`config.mk`:
```
export PLATFORM = sky130hd
export DESIGN_NAME = branch_resolve
export DESIGN_NICKNAME = d
export VERILOG_FILES = /design/src/rtl/branch_resolve.sv
export SDC_FILE = /design/constraint.sdc
export NUM_CORES = 1
export LEC_CHECK = 0
export CAP_MARGIN = 20
export CORE_ASPECT_RATIO = 0.75
export CORE_UTILIZATION = 28
export CTS_BUF_LIST = sky130_fd_sc_hd__clkbuf_16
export DETAILED_ROUTE_END_ITERATION = 7
export PLACE_DENSITY_LB_ADDON = 0.15
export SYNTH_ARGS = -nofsm -noshare
export SYNTH_HDL_FRONTEND = slang
export SYNTH_SLANG_ARGS = --single-unit
```
`constraint.sdc`:
```
create_clock -name clk -period 8.9 [get_ports clk]
set_input_delay 1.78 -clock clk [delete_from_list [all_inputs] [get_ports clk]]
set_output_delay 1.78 -clock clk [all_outputs]
set_load 0.005 [all_outputs]
```
`src/rtl/branch_resolve.sv`:
```
// Branch resolution and predictor-update stage for a 1-bit branch predictor.
// Carries fetch-time prediction metadata through decode (D) and execute (E),
// compares it with the real outcome in EX, and produces the registered
// flush/redirect and branch-table write strobes plus saturating statistics.
module branch_resolve #(
    parameter int CNT_W = 32
) (
    input  logic             clk,
    input  logic             rst,
    input  logic             stall,
    input  logic             if_valid,
    input  logic [31:0]      if_pc4,
    input  logic             if_p,
    input  logic             if_h,
    input  logic [31:0]      if_bdest,
    input  logic             ex_is_branch,
    input  logic             ex_taken,
    input  logic [31:0]      ex_target,
    output logic             wrt,
    output logic             wrp,
    output logic             Pin,
    output logic [31:0]      BdestIN,
    output logic [31:0]      PC4d,
    output logic             flush,
    output logic [31:0]      redirect_pc,
    output logic [CNT_W-1:0] br_count,
    output logic [CNT_W-1:0] miss_count
);

    // Increment that sticks at all-ones instead of wrapping.
    function automatic logic [CNT_W-1:0] sat_inc(input logic [CNT_W-1:0] v);
        if (&v) begin
            return v;
        end
        return v + CNT_W'(1);
    endfunction

    // Decode stage (p0) fields
    logic        vld_p0;
    logic [31:0] pc4_p0;
    logic        p_p0;
    logic        h_p0;
    logic [31:0] bdest_p0;

    // Execute stage (p1) fields
    logic        vld_p1;
    logic [31:0] pc4_p1;
    logic        p_p1;
    logic        h_p1;
    logic [31:0] bdest_p1;

    // Resolution terms
    logic        res;
    logic        pt;
    logic        br_res;
    logic        dir_miss;
    logic        tgt_miss;
    logic        alias_miss;
    logic        miss;
    logic        wrt_nxt;
    logic        wrp_nxt;
    logic        pin_nxt;
    logic [31:0] redirect_nxt;

    // D valid: killed by a miss and by the flush cycle even under stall.
    always_ff @(posedge clk) begin
        if (rst) begin
            vld_p0 <= 1'b0;
        end else if (miss || flush) begin
            vld_p0 <= 1'b0;
        end else if (!stall) begin
            vld_p0 <= if_valid;
        end
    end

    // D payload: captured from fetch whenever the pipe advances.
    always_ff @(posedge clk) begin
        if (!stall) begin
            pc4_p0   <= if_pc4;
            p_p0     <= if_p;
            h_p0     <= if_h;
            bdest_p0 <= if_bdest;
        end
    end

    // ---- D -> E stage boundary ----

    // E valid: a miss kills the wrong-path instruction behind the branch.
    always_ff @(posedge clk) begin
        if (rst) begin
            vld_p1 <= 1'b0;
        end else if (miss) begin
            vld_p1 <= 1'b0;
        end else if (!stall) begin
            vld_p1 <= vld_p0;
        end
    end

    // E payload: follows D whenever the pipe advances.
    always_ff @(posedge clk) begin
        if (!stall) begin
            pc4_p1   <= pc4_p0;
            p_p1     <= p_p0;
            h_p1     <= h_p0;
            bdest_p1 <= bdest_p0;
        end
    end

    // ---- E resolution (combinational) ----

    // Compare E metadata with the actual outcome; decide miss and table updates.
    always_comb begin
        res          = vld_p1 & ~stall;
        pt           = vld_p1 & h_p1 & p_p1;
        br_res       = res & ex_is_branch;
        dir_miss     = br_res & (ex_taken != pt);
        tgt_miss     = br_res & ex_taken & pt & (ex_target != bdest_p1);
        alias_miss   = res & ~ex_is_branch & pt;
        miss         = dir_miss | tgt_miss | alias_miss;
        wrt_nxt      = br_res & (~h_p1 | (ex_taken & (ex_target != bdest_p1)));
        wrp_nxt      = (br_res & (~h_p1 | (p_p1 != ex_taken))) | alias_miss;
        // An alias miss writes a not-taken prediction back.
        pin_nxt      = ex_is_branch & ex_taken;
        redirect_nxt = (ex_is_branch & ex_taken) ? ex_target : pc4_p1;
    end

    // ---- E -> output register boundary ----

    // Registered strobes pulse for one cycle; write data holds between updates.
    always_ff @(posedge clk) begin
        if (rst) begin
            wrt         <= 1'b0;
            wrp         <= 1'b0;
            Pin         <= 1'b0;
            BdestIN     <= 32'd0;
            PC4d        <= 32'd0;
            flush       <= 1'b0;
            redirect_pc <= 32'd0;
        end else begin
            wrt   <= wrt_nxt;
            wrp   <= wrp_nxt;
            flush <= miss;
            if (br_res || alias_miss) begin
                Pin  <= pin_nxt;
                PC4d <= pc4_p1;
            end
            if (br_res) begin
                BdestIN <= ex_target;
            end
            if (miss) begin
                redirect_pc <= redirect_nxt;
            end
        end
    end

    // Saturating statistics: resolved branches and mispredictions of any kind.
    always_ff @(posedge clk) begin
        if (rst) begin
            br_count   <= '0;
            miss_count <= '0;
        end else begin
            if (br_res) begin
                br_count <= sat_inc(br_count);
            end
            if (miss) begin
                miss_count <= sat_inc(miss_count);
            end
        end
    end

endmodule
```
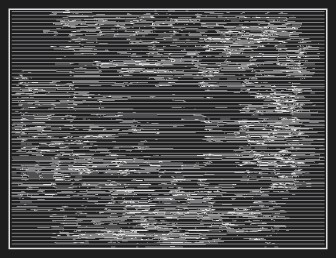
**Above:** the metal 1 layer.
Supply wires on this layer in grey.
nets with wire on the layer: 1301
share of all routed wire: 47%
main direction: horizontal
GR met1 Demand/Resource: 23.4%
number of vias in the routed layout: 8971

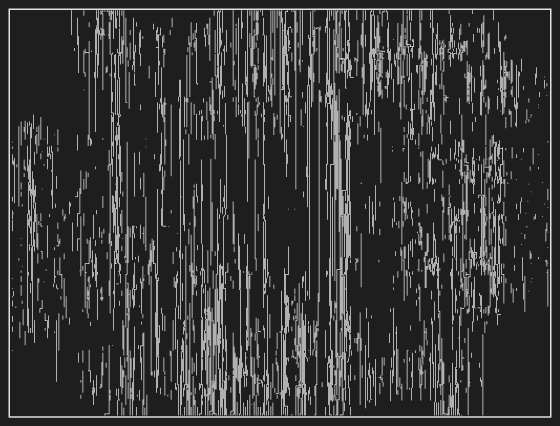
**Above:** M2 wires.
wire length on this layer: 16400 um
share of all routed wire: 45%
met2 capacity usage during global routing: 26.9%
Routed Wire Length: 36.5 mm

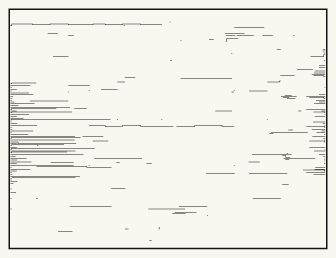
**Above:** signal wires on met3.
longest straight run: 74.1 um
nets with wire on the layer: 149
main direction: horizontal
share of all routed wire: 6.5%
met3 track utilization from global routing: 4.89%

==> worst max-delay path: cells and delay by family <==
| family | cells | cell delay (ns) |
|---|---|---|
| and+or+nand+nor | 4 | 1.90 |
| xor gates and xnor gates | 1 | 0.25 |
| AOI/OAI and AO/OA | 1 | 0.38 |
| buffers and inverters | 2 | 1.30 |
==> cell usage after synthesis, types with 22 or more instances <==
cell	instances
sky130_fd_sc_hd__nand3_1	64
sky130_fd_sc_hd__nor3_1	23
sky130_fd_sc_hd__o221a_2	32
sky130_fd_sc_hd__a21oi_1	90
sky130_fd_sc_hd__nor2_1	45
sky130_fd_sc_hd__dfxtp_1	166
sky130_fd_sc_hd__nand4_1	24
sky130_fd_sc_hd__edfxtp_1	132
sky130_fd_sc_hd__xor2_1	40
sky130_fd_sc_hd__clkbuf_1	50
sky130_fd_sc_hd__nand2_1	222
sky130_fd_sc_hd__xnor2_1	22
==> flip-flops by register name, indices dropped and copies added, names as in the netlist <==
name         count
p_p1             1
miss_count      32
br_count        32
h_p1             1
vld_p0           1
Pin              1
PC4d            32
BdestIN         32
wrp              1
bdest_p1        32
flush            1
h_p0             1
wrt              1
bdest_p0        32
redirect_pc     32
p_p0             1
pc4_p0          32
pc4_p1          32
vld_p1           1
==> how the worst min path moves through the flow <==
stage | from | endpoint | slack [ns] | depth (start not counted)
4_1_cts | bdest_p0[9] | bdest_p1[9] | 0.42 | 0
3_5_place_dp | bdest_p0[13] | bdest_p1[13] | 0.40 | 0
6_report | bdest_p0[9] | bdest_p1[9] | 0.42 | 0
2_1_floorplan | bdest_p0[0] | bdest_p1[0] | 0.40 | 0
3_3_place_gp | bdest_p0[8] | bdest_p1[8] | 0.40 | 0
5_1_grt | pc4_p0[1] | pc4_p1[1] | 0.42 | 0
==> COMMIT_EDITMSG <==
Add synthesis and place-and-route results

- The flow ran to the end, and the final reports show no timing, DRC or antenna violations.
- Top layer used by detailed routing: met5
- For this run, the script counts the antenna cells in the layout as 2.
- The pin closest to its max-slew limit shows a slew of approximately 1 ns.
* Finished layout cell area: roughly 16000 um2
- At the floorplan stage, the core utilization is reported as around 28%.
* Area of all sequential standard cells: 7290 um2
- Max-area cell share: 34.3%
- Multi-input logic cell count: 706
- The stage logs contain a warning count of 26.
- The design received a total of between 500 and 600 well taps at floorplan.
- The number of setup buffers added after CTS is 0.
- Seq/total area: a little under half
- STA lists the endpoint of the worst register-to-register path as redirect_pc[15].
- Num rows: roughly 64
- Average size of a mapped cell: about 11 um2
- Clock root buffer master: sky130_fd_sc_hd__clkbuf_16
* Largest net degree at the start of global routing: around 82
- sky130_fd_sc_hd__edfxtp_1 takes more of the synthesized area than any other cell.
- OpenSTA lists the critical path startpoint as ex_target[10].
- Launch instance of the worst register-to-register path: bdest_p1[19]
- Total number of nets in the final design: ~1400
* Antenna violations before repair: 5
* Pre-antenna DRT Iters: 5
* Most common logic cell in the routed design: sky130_fd_sc_hd__clkdlybuf4s50_1
- Number of endpoints failing setup at the final stage: 0
- FF+latch count, synth: approximately 300
- Aoi share: under 10%
* Most area-consuming cells after synthesis: sky130_fd_sc_hd__edfxtp_1 (34%), sky130_fd_sc_hd__dfxtp_1 (29%), sky130_fd_sc_hd__nand2_1 (7.2%)
- The data arrival time reported for the critical path is 5.70 ns.
- On the final layout, the worst clock skew is ~0.020 ns.
- Die Wd: between 200 and 250 um
- For reference, the clock transition at the flip-flops on the worst setup and hold paths is roughly 0.06 ns.
* Std-Cell Core Area: 40800 um2
- P_comb: 142 uW
- Length of routed met2 wiring: between 15 and 20 mm
- Critical path type: input pin to flip-flop
- Tally of yosys warning messages: 0
- The global router reports that the layer with the highest usage is met2.
- STA classifies the critical path startpoint as an input pin.
* Clock buf count: 37
- DRC errors left: 0
- Leaving out fill and tap cells, the most frequent cells in the layout are sky130_fd_sc_hd__clkdlybuf4s50_1 (266), sky130_fd_sc_hd__nand2_1 (221), sky130_fd_sc_hd__dfxtp_1 (166).
- Main synth FF type: sky130_fd_sc_hd__dfxtp_1
- Total negative setup slack: 0 ns
* Layout cells sized above 1: 8.18%
* Clock tree sinks: roughly 300
- Counting distinct cell types in the post-synthesis netlist gives 46.
- Die Y-Extent: 178 um
- After detailed placement, the design holds a cell count of 1811.
- Per the OpenROAD power report, leakage power amounts to just over 5 nW.
- Number of sequential cells in the layout: 298
* Final number of max-transition violations: 0
- The clock passes through at most 3 buffers.
- CTS tree: built
- Number of inserted filler cells in the final layout: between 3000 and 4000
* Total I/O pin count: roughly 270
* Clock Latency Late Sink: 0.52 ns
- In this design, the stage delay of the slowest critical-path cell is around 0.74 ns.
- Share of synthesized cell area in and, or, nand and nor gates: 19.3%
- TritonCTS Buffers: 34
- The number of cells reported by Yosys stat comes to between 1000 and 1500.
- Total nets after synthesis: between 1000 and 1500
* Sort of element at the end of the critical path: flip-flop
* Power dissipated in sequential cells: between 1.5 and 2 mW
- The setup check on the worst reg-to-reg path leaves a slack of a little over 5 ns.
- Crit-path cells: clkdlybuf4s50_1, xor2_1, nor4_1, nand4_1, nor4_4, buf_4, nor2_4, o221a_2
- Final core utilization: 39.1%
* Worst path setup slack after routing: 3.60 ns
- Number of hold-slack violations in the final timing report: 0
- The data required time reported for the critical path is between 9 and 10 ns.
- Residual antenna-violating net count after detailed routing: 0
* Hold WC Path Type: flip-flop to flip-flop
* Proportion of register bits with asynchronous set or reset after synthesis: 0%
- The via count of the first global-routing pass came to 8801.
* Remaining max-slew budget at the tightest pin: 31.5%
* Area overhead of the layout relative to synthesis: 37.6%
- Initial detailed-routing violation count: 484
No activity file was given, so power comes from the tool's default toggle rates.
